### src/rtl/ahb2apb_pkg.sv
// Shared types and constants for the AHB-Lite to APB bridge: FSM states,
// AHB transfer/size encodings, APB protocol modes and the byte-strobe helper.
package ahb2apb_pkg;

    typedef enum logic [2:0] {
        IDLE,
        WAIT,
        SETUP,
        ACCESS,
        ERR1,
        ERR2
    } state_t;

    localparam logic [1:0] HTRANS_IDLE   = 2'b00;
    localparam logic [1:0] HTRANS_BUSY   = 2'b01;
    localparam logic [1:0] HTRANS_NONSEQ = 2'b10;
    localparam logic [1:0] HTRANS_SEQ    = 2'b11;

    localparam logic [2:0] HSIZE_BYTE = 3'b000;
    localparam logic [2:0] HSIZE_HALF = 3'b001;
    localparam logic [2:0] HSIZE_WORD = 3'b010;

    localparam int APB2 = 2;
    localparam int APB3 = 3;
    localparam int APB4 = 4;

    // Byte-lane mask for a transfer; sizes wider than a word cover all lanes.
    function automatic logic [3:0] strb_mask(input logic [2:0] size, input logic [1:0] addr_lo);
        logic [3:0] mask;
        case (size)
            HSIZE_BYTE: mask = 4'b0001 << addr_lo;
            HSIZE_HALF: mask = 4'b0011 << {addr_lo[1], 1'b0};
            default:    mask = 4'b1111;
        endcase
        return mask;
    endfunction

endpackage

### src/rtl/ahb2apb_bridge_param_strb_gen.sv
// Write strobe generator: byte-lane enables from transfer size and address
// low bits, forced to zero for reads.
module apb_strb_gen
    import ahb2apb_pkg::*;
(
    input  logic [2:0] hsize,
    input  logic [1:0] addr_lo,
    input  logic       hwrite,
    output logic [3:0] pstrb
);

    logic [3:0] lane_mask;

    assign lane_mask = strb_mask(hsize, addr_lo);

    for (genvar gi = 0; gi < 4; gi++) begin : g_lane
        assign pstrb[gi] = hwrite & lane_mask[gi];
    end

endmodule

### src/rtl/ahb2apb_bridge_param.sv
// AHB-Lite to APB bridge running on HCLK, stepping the APB side on pclken,
// with build-time APB2/APB3/APB4 selection and a two-cycle AHB error response.
module ahb2apb_bridge_param
    import ahb2apb_pkg::*;
#(
    parameter int ADDRWIDTH = 16,
    parameter int APB_MODE  = 4
) (
    input  logic                 clk,
    input  logic                 rst,
    input  logic                 hsel,
    input  logic [ADDRWIDTH-1:0] haddr,
    input  logic [1:0]           htrans,
    input  logic [2:0]           hsize,
    input  logic [3:0]           hprot,
    input  logic                 hwrite,
    input  logic                 hready,
    input  logic [31:0]          hwdata,
    output logic                 hreadyout,
    output logic                 hresp,
    output logic [31:0]          hrdata,
    input  logic                 pclken,
    output logic                 apbactive,
    output logic [ADDRWIDTH-1:0] paddr,
    output logic                 psel,
    output logic                 penable,
    output logic                 pwrite,
    output logic [31:0]          pwdata,
    input  logic [31:0]          prdata,
    input  logic                 pready,
    input  logic                 pslverr,
    output logic [3:0]           pstrb,
    output logic [2:0]           pprot
);

    state_t               state_reg, state_next;
    logic                 start;
    logic                 pready_eff, pslverr_eff;
    logic [3:0]           strb_raw;
    logic [3:0]           pstrb_reg;
    logic [2:0]           pprot_reg;
    logic                 hreadyout_reg, hresp_reg, psel_reg, penable_reg;
    logic                 apbactive_reg, pwrite_reg;
    logic [ADDRWIDTH-1:0] paddr_reg;
    logic [31:0]          pwdata_reg, hrdata_reg;
    logic                 unused_ahb;

    assign unused_ahb = ^{hprot[3:2], htrans[0]};

    // New transfers are only accepted while the bridge is presenting hreadyout.
    assign start = hsel & htrans[1] & hready & ((state_reg == IDLE) || (state_reg == ERR2));

    generate
        if (APB_MODE == APB2) begin : g_apb2_resp
            logic unused_resp;
            assign unused_resp = pready ^ pslverr;
            assign pready_eff  = 1'b1;
            assign pslverr_eff = 1'b0;
        end else begin : g_apb34_resp
            assign pready_eff  = pready;
            assign pslverr_eff = pslverr;
        end

        if (APB_MODE == APB4) begin : g_apb4_side
            assign pstrb = pstrb_reg;
            assign pprot = pprot_reg;
        end else begin : g_legacy_side
            logic unused_side;
            assign unused_side = ^{pstrb_reg, pprot_reg};
            assign pstrb = 4'b0000;
            assign pprot = 3'b000;
        end
    endgenerate

    apb_strb_gen u_strb_gen (
        .hsize   (hsize),
        .addr_lo (haddr[1:0]),
        .hwrite  (hwrite),
        .pstrb   (strb_raw)
    );

    always_comb begin
        state_next = state_reg;
        case (state_reg)
            IDLE:    if (start) state_next = WAIT;
            WAIT:    if (pclken) state_next = SETUP;
            SETUP:   if (pclken) state_next = ACCESS;
            ACCESS:  if (pclken && pready_eff) state_next = pslverr_eff ? ERR1 : IDLE;
            ERR1:    state_next = ERR2;
            ERR2:    state_next = start ? WAIT : IDLE;
            default: state_next = IDLE;
        endcase
    end

    // Outputs are decoded from the next state so they are registered alongside it.
    always_ff @(posedge clk or posedge rst) begin
        if (rst) begin
            state_reg     <= IDLE;
            hreadyout_reg <= 1'b1;
            hresp_reg     <= 1'b0;
            psel_reg      <= 1'b0;
            penable_reg   <= 1'b0;
            apbactive_reg <= 1'b0;
            pwrite_reg    <= 1'b0;
            paddr_reg     <= '0;
            pstrb_reg     <= 4'b0000;
            pprot_reg     <= 3'b000;
            pwdata_reg    <= 32'h0;
            hrdata_reg    <= 32'h0;
        end else begin
            state_reg     <= state_next;
            hreadyout_reg <= (state_next == IDLE) || (state_next == ERR2);
            hresp_reg     <= (state_next == ERR1) || (state_next == ERR2);
            psel_reg      <= (state_next == SETUP) || (state_next == ACCESS);
            penable_reg   <= (state_next == ACCESS);
            apbactive_reg <= (state_next != IDLE);

            if (start) begin
                paddr_reg  <= haddr;
                pwrite_reg <= hwrite;
                pstrb_reg  <= strb_raw;
                pprot_reg  <= {~hprot[0], 1'b1, hprot[1]};
            end

            if ((state_reg == WAIT) && pclken) begin
                pwdata_reg <= hwdata;
            end

            if ((state_reg == ACCESS) && pclken && pready_eff && !pslverr_eff && !pwrite_reg) begin
                hrdata_reg <= prdata;
            end
        end
    end

    assign hreadyout = hreadyout_reg;
    assign hresp     = hresp_reg;
    assign hrdata    = hrdata_reg;
    assign psel      = psel_reg;
    assign penable   = penable_reg;
    assign apbactive = apbactive_reg;
    assign pwrite    = pwrite_reg;
    assign paddr     = paddr_reg;
    assign pwdata    = pwdata_reg;

endmodule

### config.mk
export PLATFORM = sky130hd
export DESIGN_NAME = ahb2apb_bridge_param
export DESIGN_NICKNAME = d
export VERILOG_FILES = /design/src/rtl/ahb2apb_pkg.sv /design/src/rtl/ahb2apb_bridge_param_strb_gen.sv /design/src/rtl/ahb2apb_bridge_param.sv
export SDC_FILE = /design/constraint.sdc
export NUM_CORES = 1
export LEC_CHECK = 0
export CAP_MARGIN = 20
export CORE_MARGIN = 2
export CORE_UTILIZATION = 40
export CTS_CLUSTER_DIAMETER = 120
export CTS_CLUSTER_SIZE = 20
export DETAILED_ROUTE_END_ITERATION = 8
export PLACE_DENSITY = 0.8
export SKIP_CTS_REPAIR_TIMING = 1
export SLEW_MARGIN = 10
export SYNTH_ARGS = -nofsm -noshare
export SYNTH_HDL_FRONTEND = slang
export SYNTH_HIERARCHICAL = 1
export SYNTH_SLANG_ARGS = --single-unit
### constraint.sdc
create_clock -name clk -period 4.2 [get_ports clk]
set_clock_uncertainty 0.2 [all_clocks]
set_input_delay 0.42 -clock clk [delete_from_list [all_inputs] [get_ports clk]]
set_output_delay 0.42 -clock clk [all_outputs]
set_load 0.05 [all_outputs]
clk_routes.png
Scale: 6 px per um.
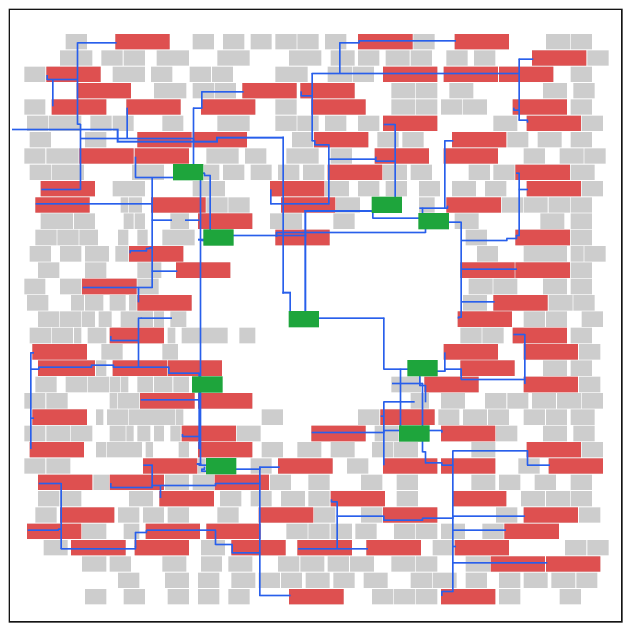
- red: flip-flops (count 96)
- green: clock drivers (count 9)
- blue: clock wires (length 1120 um)
- flops lie: spread over the die
- routed clock nets: 10

power_grid.png
Scale: 4 px per um. Pins as bars on the die edge.
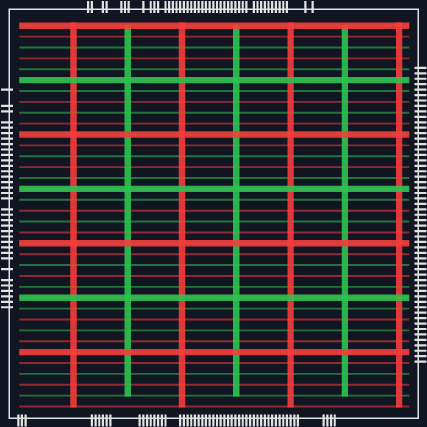
- red: VSS
- green: VDD
- met4 straps: 7
- signal pins: 190
- met1 rails: 36

cell_density.png
Scale: 3 px per um. The die is cut into 10 by 10 equal tiles; white is low, dark blue is high, 0 to 100% covered.
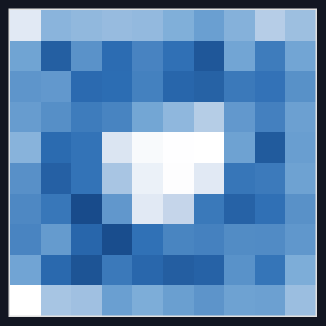
- fullest tile: 89%
- nearly empty tiles: 4.0%
- mean over tiles: 56%
- tiles over 75% full: 19%
- emptiest ninth of the die: center

congestion.png
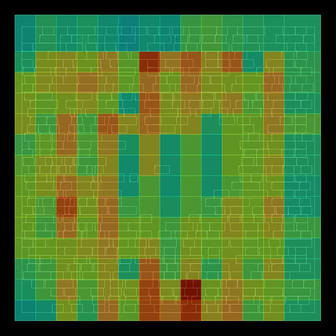
Final Core Density: 64.5%
grt met2 use: 28.7%
WL/cell: 15.6 um
GRT met1 Usage: 20.8%
GR peak layer: met2

==> ci_impl_report.md <==
### Yosys + OpenROAD results

| Metric | Value |
|---|---|
| Status | finished, final reports clean |
| Layout Nets | 523 |
| Most instantiated library cell after synthesis | dfrtp_1 |
| IO Pins | 190 |
| Dominant cell type by area after synthesis | dfrtp_1 |
| Slew margin rel. | 63.8% |
| Cell Area, Synth | 0.00383 mm^2 |
| Met2 WL | 4480 um |
| Cell depth of the worst setup path | 1 |
| Slowest cell delay on critical path | 800 ps |
| Die width | 102 um |
| Top layer used by detailed routing | met4 |
| DRT met1 WL | 3510 um |
| Logic area | 0.00131 mm^2 |
| OpenROAD warnings | 29 |
| Layout area overhead | 56.5% |
| Met3 Track Usage GR | 4.04% |
| Largest net degree at the start of global routing | 84 |
| Fin cells | 560 |
| Top cell excl fill/tap | clkdlybuf4s50_1 |
| Worst Path Arrival | 1670 ps |
| Max-cap violation count | 0 |
| Worst path buffer plus inverter count | 1 |
| R2R Path End | pstrb[1] |
| Filler cell count | 733 |
| Worst path slowest cell | clkdlybuf4s50_1 |
| Reg2reg start | state_reg[2] |
| Post-synth regs | 96 |
| Crit Path Category | reg -> out |
| Comb power | 3240 uW |
| RSZ-0062 raised after global routing | false |
| WL final | 8730 um |
| Clock Sinks | 96 |
| Floorplan utilization | 41.3% |
| CP Capture Point | hreadyout |
| Ys cells | 236 |
| Yosys warning count | 6 |
| DRT Pass-1 Iters | 5 |
| Pwr top | combinational cells |
| Core Area | 0.00928 mm^2 |
| Fmax | 437 MHz |
| Root Buffer | clkbuf_8 |
| Post-synth cell types | 33 |
| ANT cells | 0 |
| Delay-heaviest family, CP | buffers and inverters |
| Switch share | 47.6% |
| Register area share after synthesis | 62.8% |
| Via Count | 2639 |
| Clk pwr | 553 uW |
| Hold Vio Cnt, Final | 0 |
| Pre-CTS WS | 1640 ps |
| Routed wl met3 | 592 um |
| Worst Max-Slew Pin Slew | 542 ps |
| Yosys Chip Area | 0.00383 mm^2 |
| Gpl congestion | 0.715 |
| Worst skew pair latency | 340 ps |
| CTS tree | yes |
| Chip height | 102 um |
| Cycle use final | 54.5% |
| Clock Tree Buf Depth | 2 |
| GRT Total Usage | 16.8% |
| Dpl hpwl | 6430 um |
| Worst Hold Class | in -> async |
| Power Density | 905 mW/mm^2 |
| FF-to-FF path depth | 4 |
| Clock buffer count from CTS | 9 |
| CTS H-Tree Depth | 3 |
| Routed Antenna Nets | 0 |
| Mapped Cells | 236 |
| Sequential power | 1630 uW |
| Cell internal pwr | 2840 uW |
| Worst VDD drop | 0.000486 V |
| Yosys top cell area share | 62.1% |
| Register clock-pin slew on the reported worst setup and hold paths | 100 ps |
| Fin worst setup slack | 1910 ps |
| R2r setup slk | 2100 ps |
| Post-synth ARST share | 100% |
| Reg area | 0.00240 mm^2 |
| Vias in the first global route | 2771 |
| Worst path cell trace | clkdlybuf4s50_1 |
| DR iter-0 viols | 45 |
| DIE AREA | 0.0104 mm^2 |
| Initial antenna violation count | 0 |
| Crit start category | register |
| Post-synth net total | 333 |
| Top cells by count | 95 x dfrtp_1, 63 x mux2_2, 20 x mux2_4 |
| Peak fanout along the critical path | 1 |
| # placed instances | 543 |
| Most frequent cells in the layout | 186 x clkdlybuf4s50_1, 95 x dfrtp_1, 63 x mux2_2 |
| Top cells by area | dfrtp_1 62%, mux2_2 19%, mux2_4 7.8% |
| Port Buffers | 186 |
| First-pass GRT wire length | 13600 um |
| Post-synth EDFFs | 0 |
| Hold_ws | 257 ps |
| Share of cells above drive strength 1 | 25.5% |
| Required time of the worst setup path | 3580 ps |
| Tmin final | 2290 ps |
| Remaining DRCs | 0 |
| Total chip power | 5420 uW |
| Worst setup startpoint | hreadyout |
final cells by class:
cell class	count	area share (%)
clock buffer	11	2.36
clock inverter	5	0.668
inverter	5	0.355
multi-input combinational	123	21.9
sequential	96	40.1
tap	129	2.69
timing repair buffer	191	31.9
stage by stage:
stage	utilization, %	cell area [um^2]
2_1_floorplan	-	3830
3_3_place_gp	62.4	5790
3_5_place_dp	62.4	5790
4_1_cts	64.3	5970
5_1_grt	64.5	5990
6_report	64.5	5990
kinds of logic (layout without fill, tap and decap cells):
family | after synthesis | in the layout | synth area share (%)
mux | 87 | 87 | 27.5
compound gates | 16 | 16 | 2.84
buf+inv | 17 | 212 | 3.14
simple gates | 19 | 19 | 3.53
xor+xnor | 1 | 1 | 0.229
flops | 96 | 96 | 62.8
Power is estimated from default activity; no workload was simulated.
